[config.mk]
export PLATFORM = sky130hd
export DESIGN_NAME = candy_dispense_seq
export DESIGN_NICKNAME = d
export VERILOG_FILES = /design/src/rtl/candy_dispense_seq.sv
export SDC_FILE = /design/constraint.sdc
export NUM_CORES = 1
export LEC_CHECK = 0
export CAP_MARGIN = 20
export CELL_PAD_IN_SITES_DETAIL_PLACEMENT = 1
export CELL_PAD_IN_SITES_GLOBAL_PLACEMENT = 1
export CORE_MARGIN = 10
export CORE_UTILIZATION = 49
export DETAILED_ROUTE_END_ITERATION = 8
export PLACE_DENSITY_LB_ADDON = 0.1
export SYNTH_ARGS = -nofsm -noshare
export SYNTH_HDL_FRONTEND = slang
export SYNTH_SLANG_ARGS = --single-unit
[constraint.sdc]
create_clock -name clk_x1 -period 4.5 [get_ports clk_x1]
set_input_delay 0.45 -clock clk_x1 [delete_from_list [all_inputs] [get_ports clk_x1]]
set_output_delay 0.45 -clock clk_x1 [all_outputs]
set_load 0.005 [all_outputs]
[src/rtl/candy_dispense_seq.sv]
// candy_dispense_seq: multi-channel candy dispense sequencer.
// A rising edge on candyflag starts a run on the selected channel. The run has
// two phases: a DC agitator spin-up, then a metered stepper phase of
// (amount+1)*STEPS_PER_UNIT pulses. The sequencer then holds handshake high
// until candyflag returns low.
// Optional feature: define DISPENSE_TALLY_EN to add the 16-bit saturating
// `tally` output, which counts the units dispensed.
module candy_dispense_seq #(
  parameter int NUM_CH         = 3,
  parameter int AMT_W          = 2,
  parameter int STEPS_PER_UNIT = 200,
  parameter int STEP_HALF      = 6000,
  parameter int SPIN_CYCLES    = 120000,
  parameter bit STEP_DIR       = 1'b1,
  localparam int CH_W          = (NUM_CH > 1) ? $clog2(NUM_CH) : 1
) (
  input  logic              clk_x1,
  input  logic              rst,
  input  logic              candyflag,
  input  logic [AMT_W-1:0]  amount,
  input  logic [CH_W-1:0]   chan_sel,
  output logic              stepperstep,
  output logic              stepperdir,
  output logic [NUM_CH-1:0] dcmotor,
  output logic              handshake,
  output logic              busy,
  output logic              err
`ifdef DISPENSE_TALLY_EN
  ,
  output logic [15:0]       tally
`endif
);

  // One timer serves both the spin-up phase and each step half-period.
  localparam int TMR_MAX   = (SPIN_CYCLES > STEP_HALF) ? SPIN_CYCLES : STEP_HALF;
  localparam int TMR_W     = (TMR_MAX > 1) ? $clog2(TMR_MAX) : 1;
  // The pulse counter only has to reach the largest possible total minus one.
  localparam int MAX_TOTAL = (2 ** AMT_W) * STEPS_PER_UNIT;
  localparam int STEP_W    = (MAX_TOTAL > 1) ? $clog2(MAX_TOTAL) : 1;

  typedef enum logic [1:0] {IDLE, SPIN, STEP, DONE} state_t;

  state_t            state;
  logic              flag_q;
  logic [TMR_W-1:0]  tmr;
  logic [STEP_W-1:0] step_cnt;
  logic [STEP_W-1:0] last_step;

  logic req;
  logic chan_ok;
  logic start;
  logic spin_end;
  logic half_end;
  logic done_entry;

  assign req        = candyflag & ~flag_q;
  assign chan_ok    = int'(chan_sel) < NUM_CH;
  assign start      = (state == IDLE) && req && chan_ok;
  assign spin_end   = tmr == TMR_W'(SPIN_CYCLES - 1);
  assign half_end   = tmr == TMR_W'(STEP_HALF - 1);
  // The last low half-period of the final pulse has just ended.
  assign done_entry = (state == STEP) && half_end && !stepperstep && (step_cnt == last_step);

  // Sequencer FSM: every output is a register, so no combinational glitches reach the drivers.
  always_ff @(posedge clk_x1) begin
    // NOTE: sequential state uses non-blocking (<=) so that every register samples pre-edge values, whatever the statement order.
    if (rst) begin
      state       <= IDLE;
      flag_q      <= 1'b0;
      tmr         <= '0;
      step_cnt    <= '0;
      last_step   <= '0;
      stepperstep <= 1'b0;
      stepperdir  <= 1'b0;
      dcmotor     <= '0;
      handshake   <= 1'b0;
      busy        <= 1'b0;
      err         <= 1'b0;
    end else begin
      flag_q <= candyflag;
      err    <= 1'b0;
      unique case (state)
        IDLE: begin
          if (req) begin
            if (chan_ok) begin
              state     <= SPIN;
              dcmotor   <= NUM_CH'(1) << chan_sel;
              busy      <= 1'b1;
              tmr       <= '0;
              step_cnt  <= '0;
              last_step <= STEP_W'((int'(amount) + 1) * STEPS_PER_UNIT - 1);
            end else begin
              err <= 1'b1;
            end
          end
        end
        SPIN: begin
          if (spin_end) begin
            state       <= STEP;
            tmr         <= '0;
            stepperstep <= 1'b1;
            stepperdir  <= STEP_DIR;
          end else begin
            tmr <= tmr + 1'b1;
          end
        end
        STEP: begin
          if (half_end) begin
            tmr <= '0;
            if (stepperstep) begin
              stepperstep <= 1'b0;
            end else if (done_entry) begin
              state      <= DONE;
              dcmotor    <= '0;
              stepperdir <= 1'b0;
              handshake  <= 1'b1;
            end else begin
              step_cnt    <= step_cnt + 1'b1;
              stepperstep <= 1'b1;
            end
          end else begin
            tmr <= tmr + 1'b1;
          end
        end
        DONE: begin
          if (!candyflag) begin
            state     <= IDLE;
            handshake <= 1'b0;
            busy      <= 1'b0;
          end
        end
        default: state <= IDLE;
      endcase
    end
  end

`ifdef DISPENSE_TALLY_EN
  logic [AMT_W-1:0] amt_q;
  logic [16:0]      tally_sum;

  assign tally_sum = {1'b0, tally} + 17'(amt_q) + 17'd1;

  // Units tally: latch the amount at request, then add it once on each DONE entry, saturating.
  always_ff @(posedge clk_x1) begin
    if (rst) begin
      amt_q <= '0;
      tally <= '0;
    end else begin
      if (start) amt_q <= amount;
      if (done_entry) tally <= tally_sum[16] ? 16'hFFFF : tally_sum[15:0];
    end
  end
`endif

endmodule

The metal 1 layer:
Supply wires on this layer in gray.
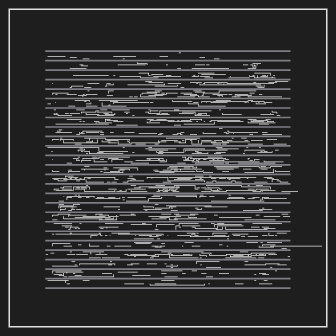
The layer carries 2,510 µm of wire. The wires run mostly horizontal. The layer holds 44% of the routed length.
drt total wl: 5730 µm
vias post-DR: 2,011
grt met1 use: 0.160

Met2 routing:
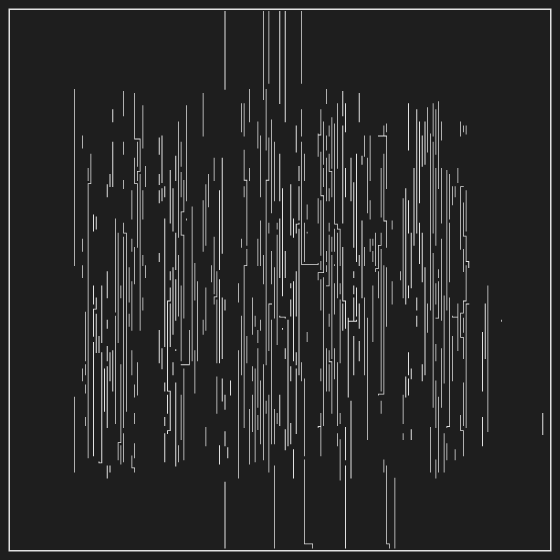
The longest straight run is 46.1 µm. 263 nets have wire on it.
M2 GR Usage: 0.264

Met3 routing:
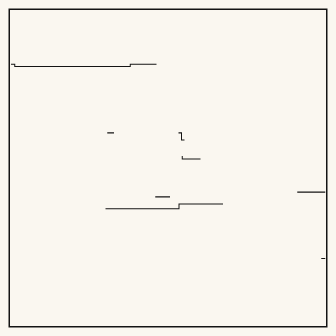
The wires run mostly horizontal. 6 nets have wire on it. The layer holds 1.8% of the routed length. The longest straight run is 33.1 µm.
met3 Use GR: 0.0308

==> qor.csv <==
metric;value;unit
TritonCTS clock tree;built;
Post-Synth Simple-Gate Area;0.288;
tool warnings;35;
CP max FO;13;
Yosys cell types;60;
type of the worst setup path;reg -> reg;
Leak Pwr;1.10;nW
post-route ant nets;0;
worst path arrival time;2770;ps
Top cell excl fill/tap;dfxtp_1;
cycle use final;0.574;
Routability Congestion;0.789;
Register Area;901;µm²
Logic cell area;0.00146;mm²
Final Cell Area;0.00277;mm²
Total GRT Usage;0.144;
cts bufs inserted;5;
Mux cell area share;0.0169;
Hold Crit Depth;1;
delay-heaviest family, CP;simple AND/OR/NAND/NOR gates;
pin count of the biggest net entering global routing;29;
Synth area leader;dfxtp_1;
status;finished, final reports clean;
Least-Margin Pin Slew;714;ps
Min-Delay Path Class;reg -> reg;
die width;90.7;µm
## metal layers
| metal | vias to the layer above | track usage | part of all wire |
|---|---|---|---|
| li1 | 1014 | - | - |
| met1 | 981 | 0.160 | 0.44 |
| met2 | 12 | 0.264 | 0.53 |
| met3 | 4 | 0.0308 | 0.017 |
| met4 | 0 | 0.0438 | 0.010 |
| met5 | - | 0 | 0 |
## power breakdown
group / internal, mW / leakage (nW) / switching (mW)
clock network: 0.220 / 0.0681 / 0.136
logic: 0.141 / 0.663 / 0.217
registers: 0.438 / 0.365 / 0.0351
## final cells by class
cell class,instances,area share
clock buffer,5,0.0249
timing repair buffer,15,0.0533
tap,67,0.0303
multi-input combinational,213,0.529
sequential,45,0.325
inverter,10,0.0136
clock inverter,3,0.0235
Power figures rest on the tool's default switching activity, not on a simulated workload.
